Run 1, I/O nets highlighted:
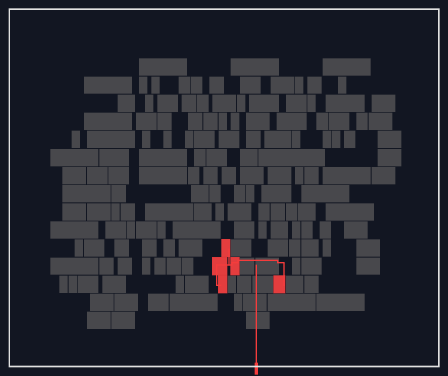
Run 1, the metal 3 layer:
The bar under the picture is 20 um long.
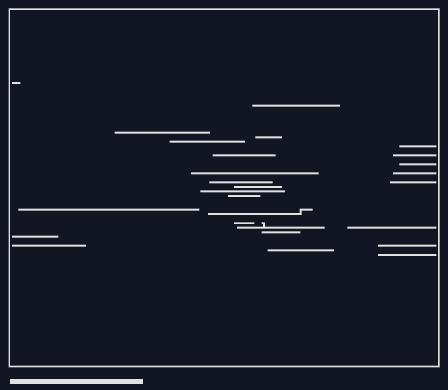
Run 1, metal 2:
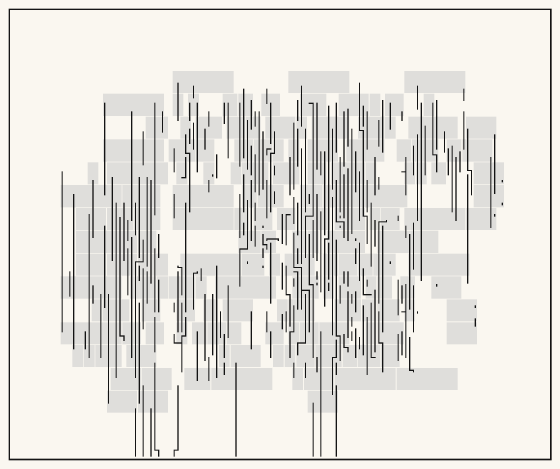
File: config.mk
export PLATFORM = sky130hd
export DESIGN_NAME = pcs_link_controller
export DESIGN_NICKNAME = d
export VERILOG_FILES = /design/src/rtl/pcs_link_controller_pkg.sv /design/src/rtl/ctrl_timer.sv /design/src/rtl/pcs_link_controller.sv
export SDC_FILE = /design/constraint.sdc
export NUM_CORES = 1
export LEC_CHECK = 0
export CORE_ASPECT_RATIO = 0.8
export CORE_MARGIN = 5
export CORE_UTILIZATION = 52
export DETAILED_ROUTE_END_ITERATION = 8
export PLACE_DENSITY = 0.81
export RECOVER_POWER = 25
export SLEW_MARGIN = 20
export SYNTH_ARGS = -nofsm -noshare
export SYNTH_HDL_FRONTEND = slang
export SYNTH_SLANG_ARGS = --single-unit
File: constraint.sdc
create_clock -name Clk -period 3.79 [get_ports Clk]
set_clock_uncertainty 0.15 [all_clocks]
set_input_delay 0.758 -clock Clk [delete_from_list [all_inputs] [get_ports Clk]]
set_output_delay 0.758 -clock Clk [all_outputs]
set_load 0.02 [all_outputs]
File: src/rtl/pcs_link_controller_pkg.sv
// rtl/pcs_link_controller_pkg.sv - shared state encodings and default timing constants
// Purpose: state encodings and default parameter values used by the link
// controller, plus a small constant helper used to size the shared timer.
// Ports: none (package).

package pcs_link_controller_pkg;

    typedef enum logic [2:0] {
        ST_POWER_UP  = 3'd0,
        ST_PCS_RESET = 3'd1,
        ST_WAIT_SYNC = 3'd2,
        ST_CONFIRM   = 3'd3,
        ST_LINK_OK   = 3'd4,
        ST_FAIL      = 3'd5
    } link_state_e;

    localparam int DEF_RESET_CYCLES = 4;
    localparam int DEF_LINK_TIMER   = 16;
    localparam int DEF_SYNC_TIMEOUT = 64;
    localparam int DEF_RETRY_LIMIT  = 3;

    function automatic int max3(input int a, input int b, input int c);
        int m;
        m = (a > b) ? a : b;
        return (m > c) ? m : c;
    endfunction

endpackage

File: src/rtl/ctrl_timer.sv
// rtl/ctrl_timer.sv - clearable up-counter with terminal compare
// Purpose: cycle timer shared by all timed controller states.
// Ports:
//   clk      in          clock, rising edge
//   rst      in          synchronous active-high reset
//   clear    in          zero the count on the next edge (wins over enable)
//   enable   in          advance the count by one
//   terminal in  [W-1:0] compare value
//   done     out         count equals terminal

module ctrl_timer #(
    parameter int WIDTH = 8
) (
    input  logic             clk,
    input  logic             rst,
    input  logic             clear,
    input  logic             enable,
    input  logic [WIDTH-1:0] terminal,
    output logic             done
);

    logic [WIDTH-1:0] count_q, count_d;

    always_comb begin
        count_d = count_q;
        if (clear) begin
            count_d = '0;
        end else if (enable && (count_q != '1)) begin
            // Saturate rather than wrap so a stalled state can never alias
            // back onto a small terminal value.
            count_d = count_q + 1'b1;
        end
    end

    always_ff @(posedge clk) begin
        if (rst) begin
            count_q <= '0;
        end else begin
            count_q <= count_d;
        end
    end

    assign done = (count_q == terminal);

endmodule

File: src/rtl/pcs_link_controller.sv
// rtl/pcs_link_controller.sv - 1000BASE-X PCS receive link bring-up and supervision FSM
// Purpose: powers up and resets the Synchronization block, waits for code
// sync, qualifies it for a stable period, declares link, retries bring-up on
// timeout and counts sync losses while linked.
// Ports:
//   Clk              in      clock, rising edge
//   mr_main_reset    in      synchronous active-high reset
//   mr_restart       in      management restart, level-sampled
//   code_sync_status in      sync indication from Synchronization
//   pcs_reset        out     Synchronization mr_main_reset
//   power_on         out     Synchronization power_on
//   link_up          out     link qualified
//   rx_enable        out     downstream receive enable (same as link_up)
//   retry_fail       out     bring-up attempts exhausted
//   sync_loss_count  out [8] saturating count of losses while linked
//   state            out [3] current state encoding

module pcs_link_controller
    import pcs_link_controller_pkg::*;
#(
    parameter int RESET_CYCLES = DEF_RESET_CYCLES,
    parameter int LINK_TIMER   = DEF_LINK_TIMER,
    parameter int SYNC_TIMEOUT = DEF_SYNC_TIMEOUT,
    parameter int RETRY_LIMIT  = DEF_RETRY_LIMIT
) (
    input  logic       Clk,
    input  logic       mr_main_reset,
    input  logic       mr_restart,
    input  logic       code_sync_status,
    output logic       pcs_reset,
    output logic       power_on,
    output logic       link_up,
    output logic       rx_enable,
    output logic       retry_fail,
    output logic [7:0] sync_loss_count,
    output logic [2:0] state
);

    localparam int TW = $clog2(max3(RESET_CYCLES, LINK_TIMER, SYNC_TIMEOUT) + 1);
    localparam int AW = $clog2(RETRY_LIMIT + 1);

    // The timer reads 0 in the first cycle of a state, so a state lasting N
    // cycles exits when the count reaches N-1. CONFIRM exits at LINK_TIMER
    // because the sync sample that entered CONFIRM plus LINK_TIMER further
    // high samples are needed before link is declared.
    localparam logic [TW-1:0] RESET_TERM = TW'(RESET_CYCLES - 1);
    localparam logic [TW-1:0] SYNC_TERM  = TW'(SYNC_TIMEOUT - 1);
    localparam logic [TW-1:0] LINK_TERM  = TW'(LINK_TIMER);
    localparam logic [AW-1:0] RETRY_TERM = AW'(RETRY_LIMIT);

    link_state_e     state_q, state_d;
    logic [AW-1:0]   attempt_q, attempt_d;
    logic [AW-1:0]   attempt_inc;
    logic [7:0]      loss_q, loss_d;

    logic            timer_clear;
    logic            timer_enable;
    logic [TW-1:0]   timer_term;
    logic            timer_done;

    ctrl_timer #(
        .WIDTH(TW)
    ) u_timer (
        .clk      (Clk),
        .rst      (mr_main_reset),
        .clear    (timer_clear),
        .enable   (timer_enable),
        .terminal (timer_term),
        .done     (timer_done)
    );

    // attempt_q never exceeds RETRY_LIMIT-1 while WAIT_SYNC is active, so the
    // increment cannot overflow AW bits.
    assign attempt_inc = attempt_q + 1'b1;

    always_comb begin
        state_d      = state_q;
        attempt_d    = attempt_q;
        loss_d       = loss_q;
        timer_term   = '0;
        timer_enable = 1'b0;

        case (state_q)
            ST_POWER_UP: begin
                state_d = ST_PCS_RESET;
            end
            ST_PCS_RESET: begin
                timer_term   = RESET_TERM;
                timer_enable = 1'b1;
                if (timer_done) begin
                    state_d = ST_WAIT_SYNC;
                end
            end
            ST_WAIT_SYNC: begin
                timer_term   = SYNC_TERM;
                timer_enable = 1'b1;
                if (code_sync_status) begin
                    state_d = ST_CONFIRM;
                end else if (timer_done) begin
                    attempt_d = attempt_inc;
                    state_d   = (attempt_inc >= RETRY_TERM) ? ST_FAIL : ST_PCS_RESET;
                end
            end
            ST_CONFIRM: begin
                timer_term   = LINK_TERM;
                timer_enable = 1'b1;
                // A glitch during qualification is not a loss of an
                // established link, so only the state changes.
                if (!code_sync_status) begin
                    state_d = ST_WAIT_SYNC;
                end else if (timer_done) begin
                    state_d   = ST_LINK_OK;
                    attempt_d = '0;
                end
            end
            ST_LINK_OK: begin
                if (!code_sync_status) begin
                    state_d = ST_WAIT_SYNC;
                    if (loss_q != 8'hFF) begin
                        loss_d = loss_q + 8'd1;
                    end
                end
            end
            ST_FAIL: begin
                state_d = ST_FAIL;
            end
            default: begin
                state_d = ST_POWER_UP;
            end
        endcase

        if (mr_restart) begin
            state_d   = ST_PCS_RESET;
            attempt_d = '0;
            loss_d    = loss_q;
        end

        // Restart re-enters PCS_RESET even from PCS_RESET, so it must also
        // restart the timer.
        timer_clear = (state_d != state_q) || mr_restart;
    end

    always_ff @(posedge Clk) begin
        if (mr_main_reset) begin
            state_q   <= ST_POWER_UP;
            attempt_q <= '0;
            loss_q    <= '0;
        end else begin
            state_q   <= state_d;
            attempt_q <= attempt_d;
            loss_q    <= loss_d;
        end
    end

    always_comb begin
        power_on   = (state_q == ST_POWER_UP);
        pcs_reset  = (state_q == ST_POWER_UP) || (state_q == ST_PCS_RESET) ||
                     (state_q == ST_FAIL);
        link_up    = (state_q == ST_LINK_OK);
        rx_enable  = (state_q == ST_LINK_OK);
        retry_fail = (state_q == ST_FAIL);
    end

    assign sync_loss_count = loss_q;
    assign state           = state_q;

endmodule

==> summary.log, run 1 <==
[detailed_routing] number of remaining DRC errors 0
[yosys] average instance area after synthesis 8.350 um2
[critical_path] Crit path top cell by count nor2_1
[clock_network] # H-tree levels 1
[floorplanning] number of placement rows 15
[critical_path] Critical path buffers and inverters 1
[flow_run] count of maximum capacitance violations 0
[global_routing] global route total overflow 0
[layout] Layout clock buffers 3
[outcome] outcome finished clean
[global_routing] met1 usage in global routing 0.1975
[power] Top power group registers
[power] PwrDens 279.7 mW/mm2
[clock_network] Post-CTS Repair Setup Buffers 0
[placed_design] worst setup slack before clock tree synthesis 932.3 ps
[floorplanning] overall chip area 0.003438 mm2
[power] power attributed to the clock group 0.101 mW
[clock_network] TritonCTS clock tree done
[timing] achievable clock frequency 0.3338 GHz
[yosys] cells after synthesis 147
[yosys] fraction of the yosys area taken by sequential cells 0.3262
[detailed_routing] violation count after the first detailed-routing iteration 73
[detailed_routing] Detail Route met2 WL 1.343 mm
[global_routing] global-route wire length before repair 4.678 mm
[power] total power 0.3944 mW
About 'I/O nets highlighted':
`mr_restart` -> red  # direction input, edge bottom, end cells 5, buffers 1, wire 35.4 um
boundary pin count: 20
port bufs: 19

About 'the metal 3 layer':
main direction = horizontal
nets with wire on the layer = 23
wire length on this layer = 256 um
longest straight run = 26.9 um
vias post-DR: 1,125
met3 Usage GRT: 0.05732

About 'metal 2':
longest straight run = 21.1 um
nets with wire on the layer = 140
fraction of met2 tracks used by global routing: 0.3079
final wirelength: 2.779 mm

-- run 1: logic make-up (layout without fill, tap and decap cells) --
| logic type | Yosys count | after routing | share of synthesized area |
|---|---|---|---|
| and+or+nand+nor | 76 | 76 | 0.3313 |
| xor gates and xnor gates | 13 | 13 | 0.09889 |
| DFF | 20 | 20 | 0.3262 |
| AOI/OAI and AO/OA | 18 | 18 | 0.1315 |
| buffers and inverters | 14 | 26 | 0.05708 |
| adders and majority gates | 3 | 3 | 0.03058 |
| muxes | 3 | 3 | 0.02447 |
-- run 1: registers in the layout, indices dropped and copies added, names as in the netlist --
register and flops:
sync_loss_count 8, u_timer.count_q 7, state 3, attempt_q 2
==> run 2, diff against run 1 <==
--- a/config.mk
+++ b/config.mk
@@ -7,9 +7,9 @@
 export LEC_CHECK = 0
 export CORE_ASPECT_RATIO = 0.8
 export CORE_MARGIN = 5
-export CORE_UTILIZATION = 52
+export CORE_UTILIZATION = 47
 export DETAILED_ROUTE_END_ITERATION = 8
-export PLACE_DENSITY = 0.81
+export PLACE_DENSITY = 0.77
 export RECOVER_POWER = 25
 export SLEW_MARGIN = 20
 export SYNTH_ARGS = -nofsm -noshare
==> constraint.sdc (replaced) <==
create_clock -name Clk -period 2.5 [get_ports Clk]
set_clock_uncertainty 0.15 [all_clocks]
set_input_delay 0.5 -clock Clk [delete_from_list [all_inputs] [get_ports Clk]]
set_output_delay 0.5 -clock Clk [all_outputs]
set_load 0.02 [all_outputs]
Run 2, I/O nets highlighted:
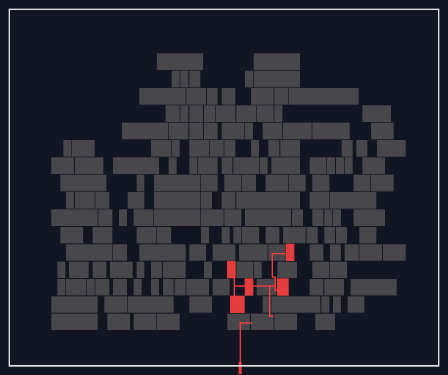
`mr_restart` -> red  # direction input, edge bottom, end cells 5, buffers 1, wire 36.2 um

Run 2, the metal 3 layer:
The bar under the picture is 20 um long.
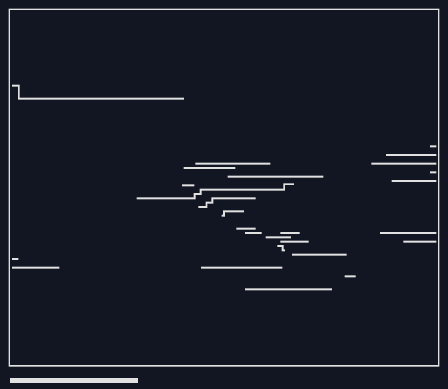
longest straight run = 25.8 um
main direction = horizontal
nets with wire on the layer = 24
share of all routed wire = 6.9%
wire length on this layer = 204 um
final wirelength: 2.957 mm
met3 Usage GRT: 0.05051
vias post-DR: 1,204

==> run 2 against run 1 <==
Global-route usage decreased by 1.0 points; routed wire length grew 6.4%; synthesized area unchanged; register-to-register slack lost 1100 ps; total power up 86%; setup slack lost 670 ps; sequential cell count did not move; sequential power grew 48%; non-clock buffer count grew 11; worst hold slack improved by 4.5 ps; largest power group unchanged; highest routed layer unchanged; synthesized cell count unchanged; critical endpoint is now retry_fail.
==> summary.log, run 2 <==
[layout] top cell category logic gates
[floorplanning] number of placement rows 16 [+1]
[power] total power 0.7330 mW [+86%]
[yosys] fraction of the yosys area taken by sequential cells 0.3262 [unchanged]
[timing] achievable clock frequency 0.4202 GHz
[global_routing] global route total overflow 0 [unchanged]
[yosys] xor/xnor cell area share of the yosys netlist 0.09888 [unchanged]
[global_routing] global-route wire length before repair 4.961 mm [+6.0%]
[yosys] largest family of logic cells by area simple AND/OR/NAND/NOR gates
[clock_network] number of sinks on the clock net 20
[layout] number of flip-flops under the largest register name 8 [unchanged]
[detailed_routing] number of remaining DRC errors 0 [unchanged]
[layout] Reg area 401.6 um2
[floorplanning] overall chip area 0.003740 mm2 [+8.8%]
[outcome] outcome finished clean
[layout] number of nets at the end of the flow 179
[flow_run] count of maximum capacitance violations 0 [unchanged]
[yosys] cells after synthesis 147 [unchanged]
[layout] Layout clock buffers 3 [unchanged]
[critical_path] Worst path top cell family by delay buffers and inverters
[timing] worst max-slew margin expressed relative to the limit 0.6845
[yosys] mux contribution to synthesized area 0.02446 [unchanged]
[clock_network] Post-CTS Repair Setup Buffers 0 [unchanged]
[power] sequential cell fraction of total power 0.453
[yosys] Primary FF master, synth dfxtp_1
[power] PwrDens 474.0 mW/mm2 [+69%]
[yosys] adder and majority gate portion of the synthesized area 0.03058 [unchanged]
[yosys] Compound Share, Synth 0.1315 [unchanged]
[critical_path] Max Fanout on Critical Path 9
[yosys] average instance area after synthesis 8.350 um2 [unchanged]
[placed_design] port bufs 19 [unchanged]
[yosys] simple-gate portion of the synthesized area 0.3313 [unchanged]
[yosys] library cell with the largest summed area after synthesis dfxtp_1
[clock_network] # H-tree levels 1 [unchanged]
[clock_network] TritonCTS clock tree done
[critical_path] Critical path buffers and inverters 1 [unchanged]
[detailed_routing] violation count after the first detailed-routing iteration 71 [-2.7%]
[floorplanning] boundary pin count 20 [unchanged]
[timing] total negative slack 0 ps
[power] part of the power in combinational logic 0.181
[run 2: power by group through the flow]
stage	Clock, mW	Sequential, mW	Combinational [mW]
global placement	0	0.338	0.128
floorplan	0	0.337	0.0885
detailed placement	0	0.338	0.131
CTS	0.275	0.331	0.131
finish	0.268	0.332	0.133
global route	0.292	0.333	0.142
[run 2: routing by layer]
metal  track usage  vias up  part of all wire
li1              -      581                 -
met1        0.2066      577              0.45
met2        0.2759       44              0.48
met3       0.05051        2             0.069
met4       0.02601        0            0.0044
met5             0        -                 0
[run 2: metrics by stage]
stage               instance area, um2  setup WS [ps]  hold WS, ps  std cells
detailed placement                1490          107.4        346.0        203
finish                            1546          120.4        369.8        207
global route                      1546          15.82        395.8        207
global placement                  1490          157.8        324.4        203
floorplan                         1227          253.1        313.1        147
CTS                               1543          8.540        364.4        207
==> run 3, diff against run 2 <==
--- a/config.mk
+++ b/config.mk
@@ -8,6 +8,7 @@
 export CORE_ASPECT_RATIO = 0.8
 export CORE_MARGIN = 5
 export CORE_UTILIZATION = 47
+export CTS_CLUSTER_SIZE = 24
 export DETAILED_ROUTE_END_ITERATION = 8
 export PLACE_DENSITY = 0.77
 export RECOVER_POWER = 25
Run 3, the metal 3 layer:
The bar under the picture is 20 um long.
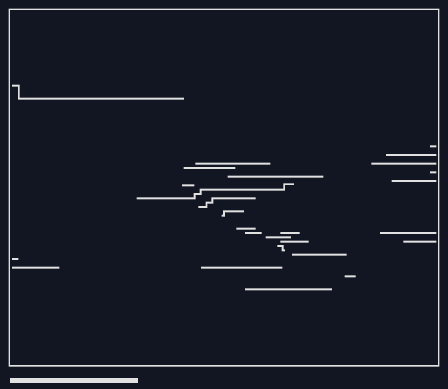
wire length on this layer = 204 um
main direction = horizontal
nets with wire on the layer = 24

Run 3, metal 2:
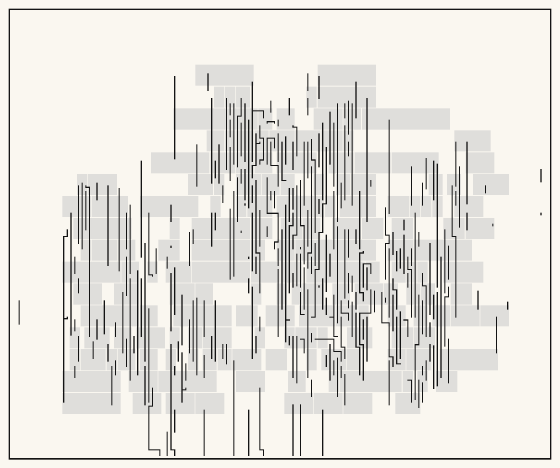
wire length on this layer = 1,410 um
longest straight run = 20.6 um
share of all routed wire = 48%
fraction of met2 tracks used by global routing: 0.2759

==> run 3 against run 2 <==
Count of clock-buffer cells in the layout unchanged; die area stayed put; worst hold slack unchanged; sequential cell count is the same; first-iteration DRC count did not move; fmax is the same; routed wire length unchanged; clock power about the same; cell count unchanged; critical endpoint unchanged; highest routed layer unchanged.
==> summary.log, run 3 <==
[clock_network] number of sinks on the clock net 20 [unchanged]
[power] power in combinational cells 0.133 mW [about the same]
[critical_path] Critical path buffers and inverters 1 [unchanged]
[detailed_routing] number of remaining DRC errors 0 [unchanged]
[layout] final std cell area, no fill 0.001546 mm2 [unchanged]
[power] total power 0.7330 mW [unchanged]
[detailed_routing] Detail Route met2 WL 1.405 mm [unchanged]
[clock_network] TritonCTS clock tree done
[clock_network] # H-tree levels 1 [unchanged]
[timing] total negative slack 0 ps [unchanged]
[flow_run] count of maximum capacitance violations 0 [unchanged]
[power] part of the power in combinational logic 0.181 [about the same]
[outcome] outcome finished clean
[clock_network] Post-CTS Repair Setup Buffers 0 [unchanged]
[yosys] cells after synthesis 147 [unchanged]
[floorplanning] number of placement rows 16 [unchanged]
[global_routing] met1 usage in global routing 0.2066 [unchanged]
[yosys] library cell with the largest summed area after synthesis dfxtp_1
[timing] worst max-slew margin expressed relative to the limit 0.6845 [unchanged]
[yosys] average instance area after synthesis 8.350 um2 [unchanged]
[placed_design] Cells after DPL 203 [unchanged]
[detailed_routing] vias post-DR 1,204 [unchanged]
[timing] worst path setup slack after routing 120.4 ps [unchanged]
[placed_design] port bufs 19 [unchanged]
[layout] number of nets at the end of the flow 179 [unchanged]
[placed_design] worst setup slack before clock tree synthesis 107.4 ps [unchanged]
[placed_design] placed instance area 0.001490 mm2 [unchanged]
[power] power attributed to the clock group 0.268 mW [about the same]
[layout] number of flip-flops under the largest register name 8 [unchanged]
[run 3: cell type report]
cell class | instances | area (um2) | area share
Inverter | 4 | 15.01 | 0.009709
Multi-Input combinational cell | 113 | 758.2 | 0.4903
Clock inverter | 1 | 30.03 | 0.01942
Clock buffer | 3 | 22.52 | 0.01456
Timing Repair Buffer | 30 | 274.0 | 0.1772
Tap cell | 36 | 45.04 | 0.02913
Sequential cell | 20 | 401.6 | 0.2597
[run 3: cell families after synthesis]
family                     count (synthesis)  share of synthesized area
muxes                                      3                    0.02447
adders and majority gates                  3                    0.03058
DFF                                       20                     0.3262
AOI/OAI and AO/OA                         18                     0.1315
and+or+nand+nor                           76                     0.3313
buffers and inverters                     14                    0.05708
xor gates and xnor gates                  13                    0.09889

==> notes/layouts.md <==
Pictures saved along the way, in no particular order.

Cells colored by class.
Fill, decap, tap and diode cells in gray.
picture 1
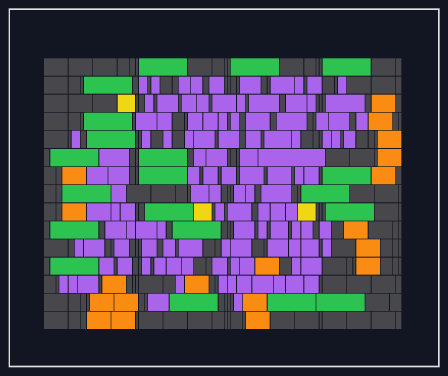
picture 2
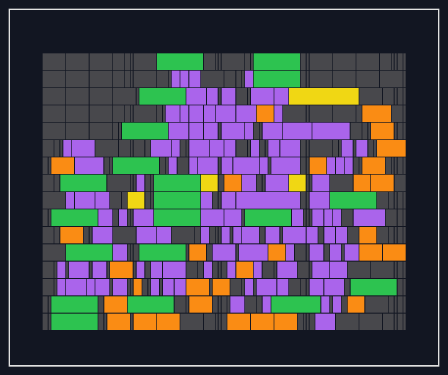
Run 3 is picture 2.
Run 1 is picture 1.

Key to picture 2:
all other logic -> purple  # cells 117, share of their area 51%
other buffers and delay cells -> orange  # cells 30, share of their area 18%
clock drivers and dummy loads -> yellow  # cells 4, share of their area 3.5%
flip-flops -> green  # cells 20, share of their area 27%

Power and IR drop assume default switching activity.
